==> images/floorplan.png <==
Bar = 50 um. Pins as bars on the die edge.
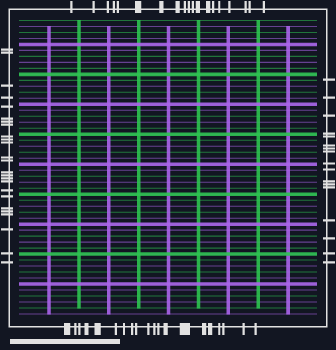
==> images/class_map.png <==
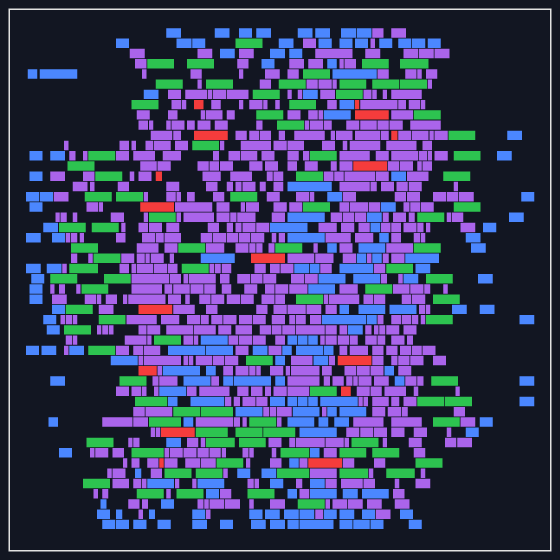
==> images/clock_wires.png <==
Bar = 50 um.
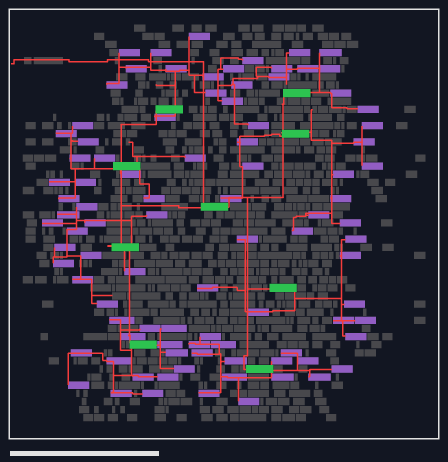
==> images/layers.png <==
Bar = 50 um.
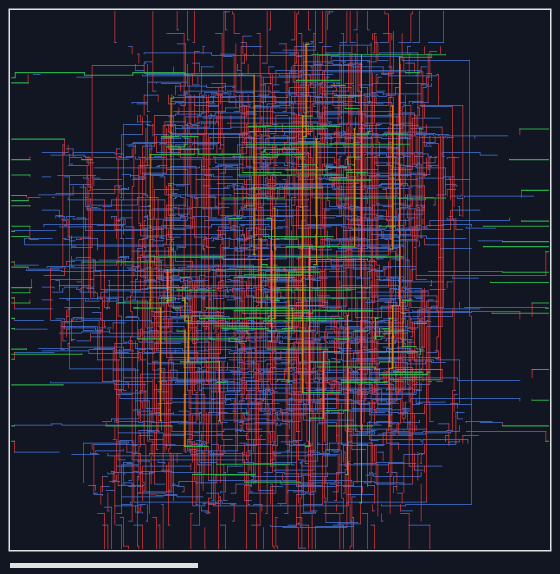
`config.mk`:
```
export PLATFORM = sky130hd
export DESIGN_NAME = jtsdram_scrambler
export DESIGN_NICKNAME = d
export VERILOG_FILES = /design/src/rtl/jtsdram_scrambler.sv
export SDC_FILE = /design/constraint.sdc
export NUM_CORES = 1
export LEC_CHECK = 0
export CAP_MARGIN = 20
export CORE_MARGIN = 4
export CORE_UTILIZATION = 35
export CTS_CLUSTER_DIAMETER = 50
export DETAILED_ROUTE_END_ITERATION = 6
export GPL_TIMING_DRIVEN = 0
export HOLD_SLACK_MARGIN = 0.08
export REMOVE_ABC_BUFFERS = 1
export SLEW_MARGIN = 20
export SYNTH_ARGS = -nofsm -noshare
export SYNTH_HDL_FRONTEND = slang
export SYNTH_SLANG_ARGS = --single-unit
```
`constraint.sdc`:
```
create_clock -name clk -period 1.4 [get_ports clk]
set_input_delay 0.21 -clock clk [delete_from_list [all_inputs] [get_ports clk]]
set_output_delay 0.21 -clock clk [all_outputs]
set_load 0.05 [all_outputs]
```
`src/rtl/jtsdram_scrambler.sv`:
```
// Keyed, invertible address/reference-data scrambler with a two-stage
// valid/ready pipeline. The key and direction are captured with each accepted beat.
module jtsdram_scrambler #(
  parameter int unsigned AW      = 24,
  parameter int unsigned DW      = 16,
  parameter logic [4:0]  KEY_RST = 5'd0
) (
  input  logic          clk,
  input  logic          rst,
  input  logic          key_ld,
  input  logic [4:0]    key_din,
  input  logic          key_step,
  output logic [4:0]    key,
  input  logic          dir,
  input  logic          in_valid,
  output logic          in_ready,
  input  logic [AW-1:0] addr_in,
  input  logic [DW-1:0] ref_in,
  output logic          out_valid,
  input  logic          out_ready,
  output logic [AW-1:0] addr_out,
  output logic [DW-1:0] ref_out
);

  localparam int unsigned AH = AW / 2;
  localparam int unsigned DH = DW / 2;

  localparam logic [AW-1:0] ODD_A  = {AH{2'b01}};
  localparam logic [AW-1:0] EVEN_A = {AH{2'b10}};
  localparam logic [DW-1:0] ODD_D  = {DH{2'b01}};
  localparam logic [DW-1:0] EVEN_D = {DH{2'b10}};

  function automatic logic [3:0] swap4(input logic [3:0] n);
    return {n[2], n[0], n[3], n[1]};
  endfunction

  function automatic logic [3:0] unswap4(input logic [3:0] n);
    return {n[1], n[3], n[0], n[2]};
  endfunction

  // Forward steps in key-bit order; descramble replays them inverted, reversed.
  function automatic logic [AW-1:0] xf_addr(input logic [AW-1:0] v,
                                            input logic [4:0]    k,
                                            input logic          d);
    logic [AW-1:0] r;
    r = v;
    if (!d) begin
      if (k[0]) r = {r[AH-1:0], r[AW-1:AH]};
      if (k[1]) for (int i = 0; i < int'(AH / 4); i++) r[4*i +: 4] = swap4(r[4*i +: 4]);
      if (k[2]) for (int i = 0; i < int'(AH / 4); i++)
        r[int'(AH) + 4*i +: 4] = swap4(r[int'(AH) + 4*i +: 4]);
      if (k[3]) r = r ^ ODD_A;
      if (k[4]) r = r ^ EVEN_A;
    end else begin
      if (k[4]) r = r ^ EVEN_A;
      if (k[3]) r = r ^ ODD_A;
      if (k[2]) for (int i = 0; i < int'(AH / 4); i++)
        r[int'(AH) + 4*i +: 4] = unswap4(r[int'(AH) + 4*i +: 4]);
      if (k[1]) for (int i = 0; i < int'(AH / 4); i++) r[4*i +: 4] = unswap4(r[4*i +: 4]);
      if (k[0]) r = {r[AH-1:0], r[AW-1:AH]};
    end
    return r;
  endfunction

  function automatic logic [DW-1:0] xf_ref(input logic [DW-1:0] v,
                                           input logic [4:0]    k,
                                           input logic          d);
    logic [DW-1:0] r;
    r = v;
    if (!d) begin
      if (k[0]) r = {r[DH-1:0], r[DW-1:DH]};
      if (k[1]) for (int i = 0; i < int'(DH / 4); i++) r[4*i +: 4] = swap4(r[4*i +: 4]);
      if (k[2]) for (int i = 0; i < int'(DH / 4); i++)
        r[int'(DH) + 4*i +: 4] = swap4(r[int'(DH) + 4*i +: 4]);
      if (k[3]) r = r ^ ODD_D;
      if (k[4]) r = r ^ EVEN_D;
    end else begin
      if (k[4]) r = r ^ EVEN_D;
      if (k[3]) r = r ^ ODD_D;
      if (k[2]) for (int i = 0; i < int'(DH / 4); i++)
        r[int'(DH) + 4*i +: 4] = unswap4(r[int'(DH) + 4*i +: 4]);
      if (k[1]) for (int i = 0; i < int'(DH / 4); i++) r[4*i +: 4] = unswap4(r[4*i +: 4]);
      if (k[0]) r = {r[DH-1:0], r[DW-1:DH]};
    end
    return r;
  endfunction

  logic          s1_valid;
  logic [AW-1:0] s1_addr;
  logic [DW-1:0] s1_ref;
  logic [4:0]    s1_key;
  logic          s1_dir;
  logic          s2_free;
  logic          accept;
  logic [AW-1:0] s1_xaddr;
  logic [DW-1:0] s1_xref;

  assign s2_free  = ~out_valid | out_ready;
  assign in_ready = ~s1_valid | s2_free;
  assign accept   = in_valid & in_ready;

  always_comb begin
    s1_xaddr = xf_addr(s1_addr, s1_key, s1_dir);
    s1_xref  = xf_ref(s1_ref, s1_key, s1_dir);
  end

  // Key register: load beats step; beats accepted this cycle see the old value.
  always_ff @(posedge clk) begin
    if (rst) begin
      key <= KEY_RST;
    end else if (key_ld) begin
      key <= key_din;
    end else if (key_step) begin
      key <= key + 5'd1;
    end
  end

  // S1 captures the raw beat with its key/dir; holds while S2 is stalled.
  always_ff @(posedge clk) begin
    if (rst) begin
      s1_valid <= 1'b0;
      s1_addr  <= '0;
      s1_ref   <= '0;
      s1_key   <= 5'd0;
      s1_dir   <= 1'b0;
    end else if (accept) begin
      s1_valid <= 1'b1;
      s1_addr  <= addr_in;
      s1_ref   <= ref_in;
      s1_key   <= key;
      s1_dir   <= dir;
    end else if (s2_free) begin
      s1_valid <= 1'b0;
    end
  end

  // S2 holds the transformed beat and drives the outputs directly.
  always_ff @(posedge clk) begin
    if (rst) begin
      out_valid <= 1'b0;
      addr_out  <= '0;
      ref_out   <= '0;
    end else if (s2_free) begin
      out_valid <= s1_valid;
      if (s1_valid) begin
        addr_out <= s1_xaddr;
        ref_out  <= s1_xref;
      end
    end
  end

endmodule

```
==> deck_impl_summary.md <==
Flow Results at a Glance

Routing
  – Routed vias/inst: ~5.9
  – DR top layer: met4
  – Met2 routed WL: ~12 mm
  – DR DRC count: 0
  – 1st-pass router iterations: 5

Cells and area
  – Most numerous logic cell after layout: mux2i_1
  – Final #Nets: between 900 and 1,000
  – Buffers excl. clock: 180
  – Storage cell area: 0.001896 mm^2
  – Largest class: combinational gates
  – Layout area overhead: 55.76%
  – Multi-input logic area: around 0.0052 mm^2

Yosys
  – Synth Seq Share: between 20% and 30%
  – Synth top area share: slightly below 30%
  – Number of synthesized flops with an enable pin: 0
  – Xor/xnor cell area share of the yosys netlist: approximately 6.1%
  – Mux share: about 21%
  – Post-synthesis cell count: around 760
  – Cells in synth_stat.txt: 763
  – Post-synth top cells: mux2i_1, nand2_1, dfxtp_1, a21oi_1, xnor2_1
  – Main logic family: AND-OR/OR-AND gates
  – Biggest area cells: dfxtp_1, mux2i_1, nand2_1, xnor2_1, a21oi_1
  – Distinct cells, synth: 48
  – Synth area leader: dfxtp_1
  – Synth Warn #: 0
  – Chip area line of the yosys report: ~0.0064 mm^2
  – Yosys simple share: roughly 15%
  – Post-Synth AOI/OAI Area: 21.72%

Clock network
  – H-tree levels: 3
  – TritonCTS Buffers: 9
  – Num Clock Sinks: between 90 and 100
  – CTS tree: yes
  – Postcts setup bufs: approximately 47
  – Clock buffer depth: 2

Final timing
  – Relative slew slack: 63.24%
  – Final Skew: ~0.0066 ns
  – Final Slew Violations: 0
  – Final setup margin: -0.2649 ns
  – Fmax: approximately 600 MHz
  – # setup viols final: around 76
  – Slew @ Worst Pin: roughly 0.55 ns
  – Tcrit/Tclk final: 118.9%
  – Worst Hold Slack: ~0.36 ns
  – Fin crit period: around 1.7 ns

Run status
  – Outcome: complete, but fails checks
  – Failing checks: setup timing

Power and ir drop
  – Pint: between 5 and 6 mW
  – Clock power share: roughly 31%
  – Comb pwr: between 2 and 2.5 mW
  – Clock group total power: approximately 2.4 mW
  – Leak pwr: around 3.4 nW
  – Sw Share: around 34%

Run
  – OpenROAD warnings: 27
  – Max_cap viols: 0

Worst setup path
  – Reg2reg path depth: 4
  – Slowest CP cell: dfxtp_1
  – CP startpoint: s1_addr[14]$_SDFFE_PP0P_
  – Worst reg2reg path startpoint: s1_addr[14]$_SDFFE_PP0P_
  – Crit-path cells: mux2i_1 > a211oi_2 > nor2_1 > a221o_1
  – Setup crit end: addr_out[12]$_SDFFE_PP0P_
  – Critical path startpoint category: register
  – R2R setup slack: -0.26 ns
  – Top cell family by delay on the critical path: flip-flops
  – Crit. path cell count: 4
  – WP buf/inv: 0
  – CP Capture Type: register
  – CP max FO: 8
  – CP peak stage delay: between 0.6 and 0.7 ns

Hold path
  – Hold path start: rst
  – Worst Hold Depth: 3

Die
  – Num ports: 99
  – Core Box Area: between 0.015 and 0.02 mm^2
  – Chip width: ~140 um
  – # rows: approximately 50
  – Die Y: between 100 and 150 um

GRT
  – First-pass GRT wire length: 34.77 mm
  – GR Overflow Total: 0
  – GRT met1 Usage: 28.11%
  – Largest net degree at the start of global routing: around 61
  – Most Crowded Layer GR: met2
  – Vias in the first global route: 6,185

Placed design
  – IO buf count: slightly below 100
  – Post-Place Cell Area: around 0.0076 mm^2
Notes on floorplan.png above:
[VSS] purple
[VDD] green
rows: 49
met4 straps: 9

Notes on class_map.png above:
[clock drivers and dummy loads] red | cells: 16 | share of their area: 2.8%
[registers] green | cells: 93 | share of their area: 20%
[remaining logic cells] purple | cells: 598 | share of their area: 54%
[remaining buffers and delay cells] blue | cells: 180 | share of their area: 23%

Notes on clock_wires.png above:
[clock-net drivers] green | count: 9
[flip-flops] purple | count: 93
[clock wires] red | length: 1,380 um
flops lie: all over the die

Notes on layers.png above:
[M4] orange | wire length: 920 um
[M2] red | wire length: 12,500 um
[M1] blue | wire length: 10,400 um
[M3] green | wire length: 1,700 um

cell families after synthesis:
family,count (synthesis)
AND/OR/NAND/NOR,206
AND-OR/OR-AND,200
multiplexers,135
flip-flops,93
buffers and inverters,83
XOR/XNOR,45
adder cells (fa/ha/maj),1
stage by stage:
| step | setup TNS, ns | worst slack (ns) |
|---|---|---|
| 4_1_cts | -4.928 | -0.1909 |
| 2_1_floorplan | -115.36 | -1.813 |
| 6_report | -8.532 | -0.2649 |
| 3_5_place_dp | -85.92 | -1.177 |
| 5_1_grt | -11.75 | -0.3152 |
| 3_3_place_gp | -253.41 | -4.474 |
worst register-to-register path, cell delays in order (launching register included):
cell,delay [ns]
dfxtp_1,0.65
mux2i_1,0.21
a211oi_2,0.30
nor2_1,0.09
a221o_1,0.30
Power and IR drop assume default switching activity.
